**Run 1: routed metal, one colour a layer**

Scale: 1.5 px per um. Only two layers are drawn.
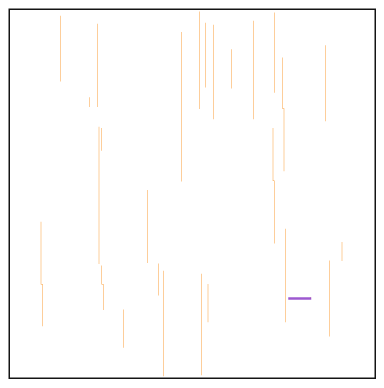
**Run 1: M1 wires**

Scale: 1.5 px per um. Supply wires on this layer in grey.
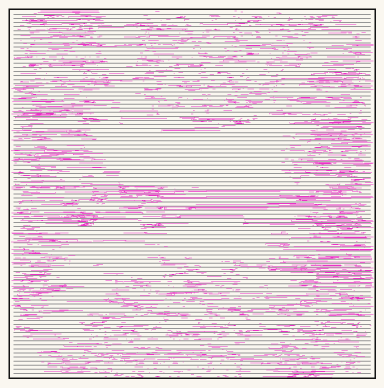
**Run 1: congestion heat map**

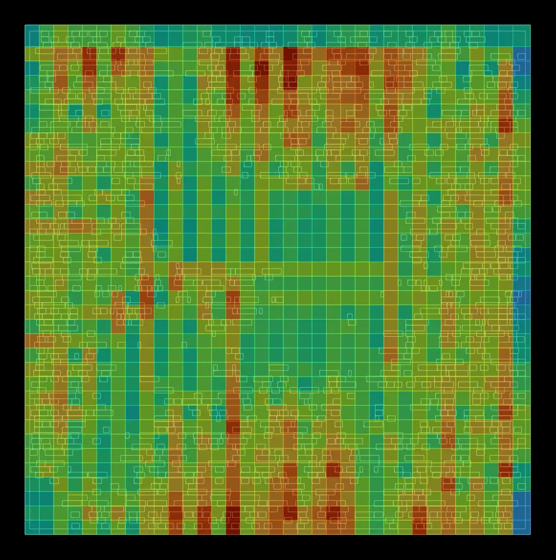
File: src/rtl/translated_read_port_buffer_pkg.sv
// translated_read_port_buffer_pkg: shared port address map and word type for the buffer bank and its downstream mux
package translated_read_port_buffer_pkg;
  localparam int WORD_WIDTH = 36;
  localparam int ADDR_WIDTH = 11;
  localparam int PORT_COUNT = 8;
  localparam int PORT_BASE_ADDR = 123;
  localparam int PORT_ADDR_WIDTH = 3;
  localparam int TOTAL_WIDTH = PORT_COUNT * WORD_WIDTH;
  typedef logic [WORD_WIDTH-1:0] word_t;
endpackage

File: src/rtl/translated_read_port_buffer_decoder.sv
// translated_address_decoder: maps a read address to a port offset and flags whether it falls in the port window
//   addr     in   read address
//   offset   out  port index (addr - PORT_BASE_ADDR, low bits)
//   in_range out  addr lies in [PORT_BASE_ADDR, PORT_BASE_ADDR+PORT_COUNT)
import translated_read_port_buffer_pkg::*;
module translated_address_decoder (
  input  logic [ADDR_WIDTH-1:0]      addr,
  output logic [PORT_ADDR_WIDTH-1:0] offset,
  output logic                       in_range
);
  logic [ADDR_WIDTH-1:0] diff;
  assign diff = addr - ADDR_WIDTH'(PORT_BASE_ADDR);
  assign offset = diff[PORT_ADDR_WIDTH-1:0];
  // lower-bound compare rejects addresses below the base whose difference wraps around
  assign in_range = (addr >= ADDR_WIDTH'(PORT_BASE_ADDR)) && (diff < ADDR_WIDTH'(PORT_COUNT));
endmodule

File: src/rtl/translated_read_port_buffer.sv
// translated_read_port_buffer: bank of one-word input buffers popped by translated-address reads
//   clock, reset   clock and async active-high reset
//   read_addr/en   read request shared with the downstream mux
//   port_in/valid  producer words and offers; port_in_ready back to producer
//   port_out/full  buffered words and occupancy flags
//   read_hit/miss  registered outcome of the previous-cycle read
import translated_read_port_buffer_pkg::*;
module translated_read_port_buffer (
  input  logic                   clock,
  input  logic                   reset,
  input  logic [ADDR_WIDTH-1:0]  read_addr,
  input  logic                   read_en,
  input  logic [TOTAL_WIDTH-1:0] port_in,
  input  logic [PORT_COUNT-1:0]  port_in_valid,
  output logic [PORT_COUNT-1:0]  port_in_ready,
  output logic [TOTAL_WIDTH-1:0] port_out,
  output logic [PORT_COUNT-1:0]  port_full,
  output logic                   read_hit,
  output logic                   read_miss
);
  logic [PORT_ADDR_WIDTH-1:0] offset;
  logic in_range, sel_full, pop;
  translated_address_decoder u_dec (.addr(read_addr), .offset(offset), .in_range(in_range));
  assign sel_full = port_full[offset];
  assign pop = read_en & in_range & sel_full;
  assign port_in_ready = ~port_full & {PORT_COUNT{~reset}};
  for (genvar i = 0; i < PORT_COUNT; i++) begin : g_slot
    word_t data;
    logic full;
    // ready is ~full, so a push and a pop of the same slot never coincide
    always_ff @(posedge clock or posedge reset)
      if (reset) begin
        data <= '0;
        full <= 1'b0;
      end else if (port_in_valid[i] & ~full) begin
        data <= port_in[i*WORD_WIDTH +: WORD_WIDTH];
        full <= 1'b1;
      end else if (pop && offset == PORT_ADDR_WIDTH'(i)) begin
        full <= 1'b0;
      end
    assign port_out[i*WORD_WIDTH +: WORD_WIDTH] = data;
    assign port_full[i] = full;
  end
  always_ff @(posedge clock or posedge reset)
    if (reset) begin
      read_hit <= 1'b0;
      read_miss <= 1'b0;
    end else begin
      read_hit <= pop;
      read_miss <= read_en & in_range & ~sel_full;
    end
endmodule

File: config.mk
export PLATFORM = sky130hd
export DESIGN_NAME = translated_read_port_buffer
export DESIGN_NICKNAME = d
export VERILOG_FILES = /design/src/rtl/translated_read_port_buffer_pkg.sv /design/src/rtl/translated_read_port_buffer_decoder.sv /design/src/rtl/translated_read_port_buffer.sv
export SDC_FILE = /design/constraint.sdc
export NUM_CORES = 1
export LEC_CHECK = 0
export CAP_MARGIN = 30
export CORE_AREA = 2 2 241 243
export DETAILED_ROUTE_END_ITERATION = 16
export DIE_AREA = 0 0 243 245
export GPL_TIMING_DRIVEN = 0
export PLACE_DENSITY_LB_ADDON = 0.08
export SYNTH_ARGS = -nofsm -noshare
export SYNTH_HDL_FRONTEND = slang
export SYNTH_SLANG_ARGS = --single-unit
File: constraint.sdc
create_clock -name clock -period 11.5 [get_ports clock]
set_input_delay 2.3 -clock clock [delete_from_list [all_inputs] [get_ports clock]]
set_output_delay 2.3 -clock clock [all_outputs]
set_load 0.02 [all_outputs]
==> flow_summary.ini, run 1 <==
; implementation run metrics
[run_status]
status = complete, no violations

[cts]
postCtsSetupBuffers = 0
numCtsBuffers = 40
cts-resized-gates = 0
cts_max_path_buffers = 3
clkSinkCount = 298
postCtsHoldBufs = 0

[setup_path]
max_stage_delay_ps = 670
reg2reg_slack_ps = 9460
crit_start = reset
r2r_end = g_slot[4].data[13]$_DFFE_PP0P_
path_max_fanout = 9

[placed_design]
place_hpwl_um = 33300
placed_area_mm2 = 0.0187
placedCellCount = 2091

[route]
drc_errors = 0
dr.pass1.iters = 4

[pwr]
power.leakage_nw = 8.24
p_per_area_mw_per_mm2 = 158

[synth]
top_cell_area_share = 0.649
ys_sh_adder = 0.00544
ys_sh_xor = 0.00305
syn_inst = 710
ys_sh_mux = 0.287

[global_routing]
grt_remaining_overflow = 0
grt_max_degree = 109
antenna_found_initial = 6

[die]
core_region_area_mm2 = 0.0570
die_area_mm2 = 0.0595

[timing]
holdWs_ps = 502
-- 'routed metal, one colour a layer' (at the start) --
[orange] met4 | wire length: 1310 um
[purple] met5 | wire length: 13.8 um

-- 'M1 wires' (at the start) --
longest straight run: 97.3 um
wire length on this layer: 16200 um

-- 'congestion heat map' (at the start) --
WL/cell: 19.7 um
GR Util All Layers: 0.141
global-route met2 utilization: 0.240
met1 Resource Use GR: 0.158

-- run 1: cells by family (layout without fill, tap and decap cells) --
family / Yosys count / after routing
flops: 298 / 298
compound gates: 20 / 20
other cells: 0 / 5
xor+xnor: 4 / 4
fa+ha+maj: 5 / 5
buf+inv: 45 / 729
simple gates: 47 / 47
mux: 291 / 291
-- run 1: worst register-to-register path, cell delays in order, from the launching register on --
cell and delay, ps:
dfrtp_1 580, nor2b_1 180, clkbuf_1 400, buf_2 380, mux2_2 380
-- run 1: final cells by class --
class	instances	area [um^2]	area share
Antenna cell	5	12.5	0.000627
Buffer	41	214	0.0107
Clock buffer	61	1150	0.0577
Clock inverter	7	138	0.00689
Inverter	4	22.5	0.00113
Multi-Input combinational cell	367	3810	0.191
Sequential cell	298	7460	0.374
Tap cell	765	957	0.0479
Timing Repair Buffer	616	6200	0.311
-- run 1: synth_stat cells, drive strengths merged, types with 2 or more instances --
cell      n
nand3     3
mux4      2
clkbuf    9
nor2b     9
nand2     3
and2      4
xnor2     2
dfrtp   298
nor3      2
nor2     18
inv       4
ha        5
mux2    288
buf      32
or3b      2
o211ai    2
a31oi     8
xor2      2
o21ai     3
-- run 1: per-stage QoR --
stage               total power, mW  setup slack (ps)  TNS (ps)
CTS                            3.21              5480         0
detailed placement             1.94              5480         0
floorplan                      1.52               800         0
finish                         3.15              5480         0
global route                   3.30              5420         0
global placement               1.93             -4310  -1276240
-- run 1: worst min-delay path by stage --
| stage | slack (ps) | depth (start not counted) | end | startpoint |
|---|---|---|---|---|
| floorplan | 510 | 1 | g_slot[3].full$_DFFE_PP0P_ | g_slot[3].full$_DFFE_PP0P_ |
| global placement | 490 | 1 | g_slot[5].data[17]$_DFFE_PP0P_ | g_slot[5].data[17]$_DFFE_PP0P_ |
| detailed placement | 490 | 1 | g_slot[0].data[31]$_DFFE_PP0P_ | g_slot[0].data[31]$_DFFE_PP0P_ |
| CTS | 510 | 1 | g_slot[0].data[31]$_DFFE_PP0P_ | g_slot[0].data[31]$_DFFE_PP0P_ |
| global route | 510 | 1 | g_slot[5].data[0]$_DFFE_PP0P_ | g_slot[5].data[0]$_DFFE_PP0P_ |
| finish | 500 | 1 | g_slot[0].data[5]$_DFFE_PP0P_ | g_slot[0].data[5]$_DFFE_PP0P_ |
-- run 1: sequential cells by signal, indices dropped and copies added (netlist names) --
register / cells
g_slot.data: 288
g_slot.full: 8
read_hit: 1
read_miss: 1
-- run 1: where the power goes --
| part | switching (mW) | internal (mW) | total [mW] |
|---|---|---|---|
| Combinational | 0.303 | 0.379 | 0.682 |
| Sequential | 0.0571 | 1.17 | 1.23 |
| Clock | 0.464 | 0.774 | 1.24 |
-- run 1: routing by layer --
layer | vias up | wire length [um] | part of all wire | track usage
met5 | - | 13 | 0.00030 | 0
met4 | 2 | 1310 | 0.031 | 0.0583
met3 | 66 | 3650 | 0.086 | 0.0534
met2 | 351 | 21500 | 0.50 | 0.240
met1 | 4238 | 16200 | 0.38 | 0.158
li1 | 3834 | - | - | -
**Run 1: gate-type map**

Scale: 2 px per um.
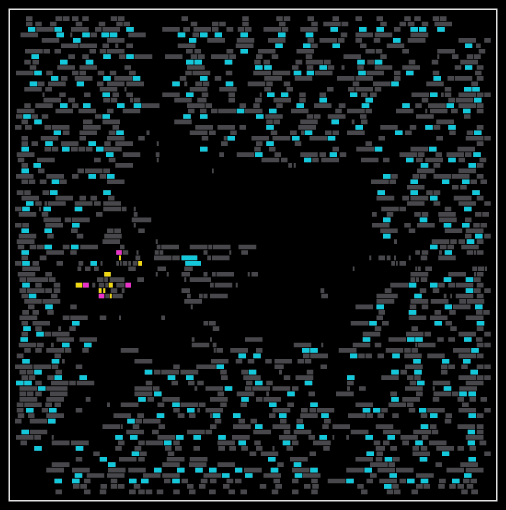

==> run 1 -> run 2 <==
==> constraint.sdc (replaced) <==
create_clock -name clock -period 5.6 [get_ports clock]
set_input_delay 1.12 -clock clock [delete_from_list [all_inputs] [get_ports clock]]
set_output_delay 1.12 -clock clock [all_outputs]
set_load 0.02 [all_outputs]
**Run 2: gate-type map**

Scale: 2 px per um.
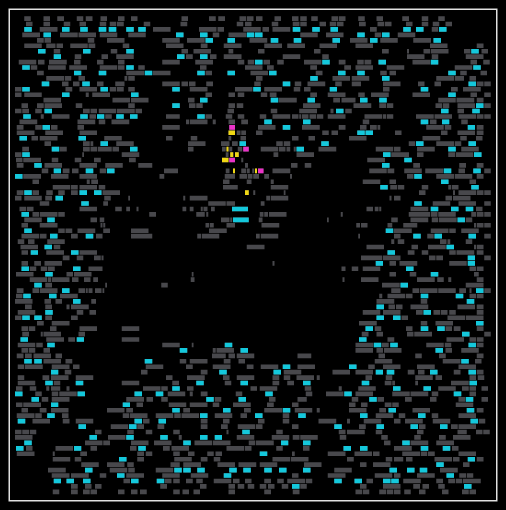
[cyan] multiplexers | cells: 291 | where: widely spread
[magenta] XOR/XNOR gates | cells: 4
[yellow] NAND gates | cells: 8

**Run 2: congestion heat map**

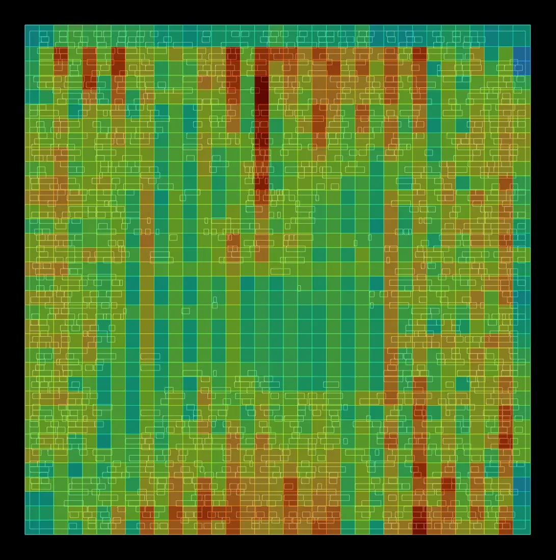
GR Util All Layers: 0.142
Final Core Density: 0.353

**Run 2: a small window of the routed layout**

Window x 106 to 136, y 156 to 186 um. Cells in grey, sequential cells in the stronger grey; small squares are vias.
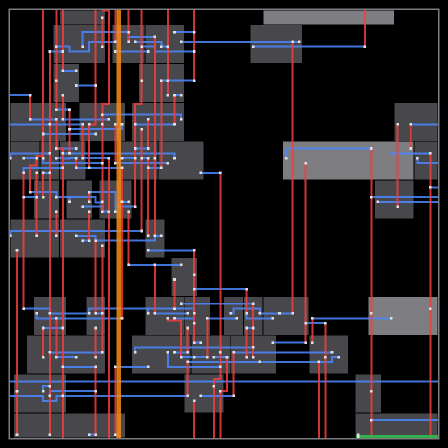
[red] met2
[green] met3
[orange] met4
[blue] met1
most frequent: nand2_1 (3)
sequential cells in the window: 2
cells with their middle in the window: 42
netlist names of flops here include: read_hit (1), read_miss (1)

==> flow_summary.ini, run 2 <==
; implementation run metrics
[die]
die_area_mm2 = 0.0595
core_region_area_mm2 = 0.0570

[placed_design]
post-place-ws_ps = 1870
place_hpwl_um = 34400
placedCellCount = 2098

[layout]
largest_reg_flops = 288
reg_top3 = g_slot.data x288, g_slot.full x8

[run_status]
status = complete, no violations

[cts]
postCtsHoldBufs = 0
cts_max_path_buffers = 3
clkSinkCount = 298
cts-resized-gates = 0

[timing]
setup_ws_ps = 1990
setup-tns-final_ps = 0
holdWs_ps = 501

[route]
wl_met3_um = 4170
drc_errors = 0
dr.pass1.iters = 3
m1WireLength_um = 16100
route.met2.wl_um = 21800
top_layer_used = met5

[synth]
syn_inst = 710
top_cell_area_share = 0.649

[global_routing]
grt_remaining_overflow = 0
grt_max_degree = 38

[setup_path]
path_max_fanout = 9

[pwr]
power.leakage_nw = 8.33
[run 2: cell types whose count changed in the layout (fill, tap and decap cells not counted)]
cell        previous run  this run
buf_12                 0         9
buf_16                 2         0
bufinv_16              4         3
clkbuf_1              24        16
clkbuf_8               5        11
clkinv_2               2         6
clkinv_4               0         1
clkinvlp_4             1         2
diode_2                5         1
inv_8                  1         0
[run 2: layout make-up]
type | instances | area, um^2 | share of cell area
Multi-Input combinational cell | 367 | 3810 | 0.189
Clock buffer | 59 | 1200 | 0.0598
Antenna cell | 1 | 2.50 | 0.000124
Buffer | 41 | 214 | 0.0106
Clock inverter | 11 | 136 | 0.00678
Inverter | 4 | 18.8 | 0.000933
Sequential cell | 298 | 7460 | 0.371
Timing Repair Buffer | 623 | 6330 | 0.314
Tap cell | 765 | 957 | 0.0476
[run 2: final timing paths]
check	start	to	slack, ps	cells past startpoint
setup / recovery	reset	port_in_ready[4]	1990	3
hold / removal	g_slot[7].data[32]$_DFFE_PP0P_	g_slot[7].data[32]$_DFFE_PP0P_	500	1
setup reg to reg	g_slot[1].full$_DFFE_PP0P_	g_slot[1].data[19]$_DFFE_PP0P_	3540	4
hold reg to reg	g_slot[7].data[32]$_DFFE_PP0P_	g_slot[7].data[32]$_DFFE_PP0P_	500	1
max in group asynchronous	reset	g_slot[1].data[2]$_DFFE_PP0P_	3460	5
min in group asynchronous	reset	g_slot[6].data[14]$_DFFE_PP0P_	1050	2
[run 2: cell families after synthesis]
logic type / after synthesis / synth area share
AOI/OAI and AO/OA: 20 / 0.0120
muxes: 291 / 0.287
adders and majority gates: 5 / 0.00544
DFF: 298 / 0.649
xor gates and xnor gates: 4 / 0.00305
buffers and inverters: 45 / 0.0199
and+or+nand+nor: 47 / 0.0241
[run 2: layer usage]
metal  global-route usage  vias to the layer above
met4               0.0433                       10
li1                     -                     3838
met1                0.155                     4156
met5                    0                        -
met3               0.0621                       67
met2                0.250                      343
[run 2: power breakdown]
part	total (mW)	internal, mW	switching (mW)
logic	1.41	0.788	0.624
registers	2.52	2.40	0.119
clock network	2.60	1.62	0.981
Power is estimated from default activity; no workload was simulated.
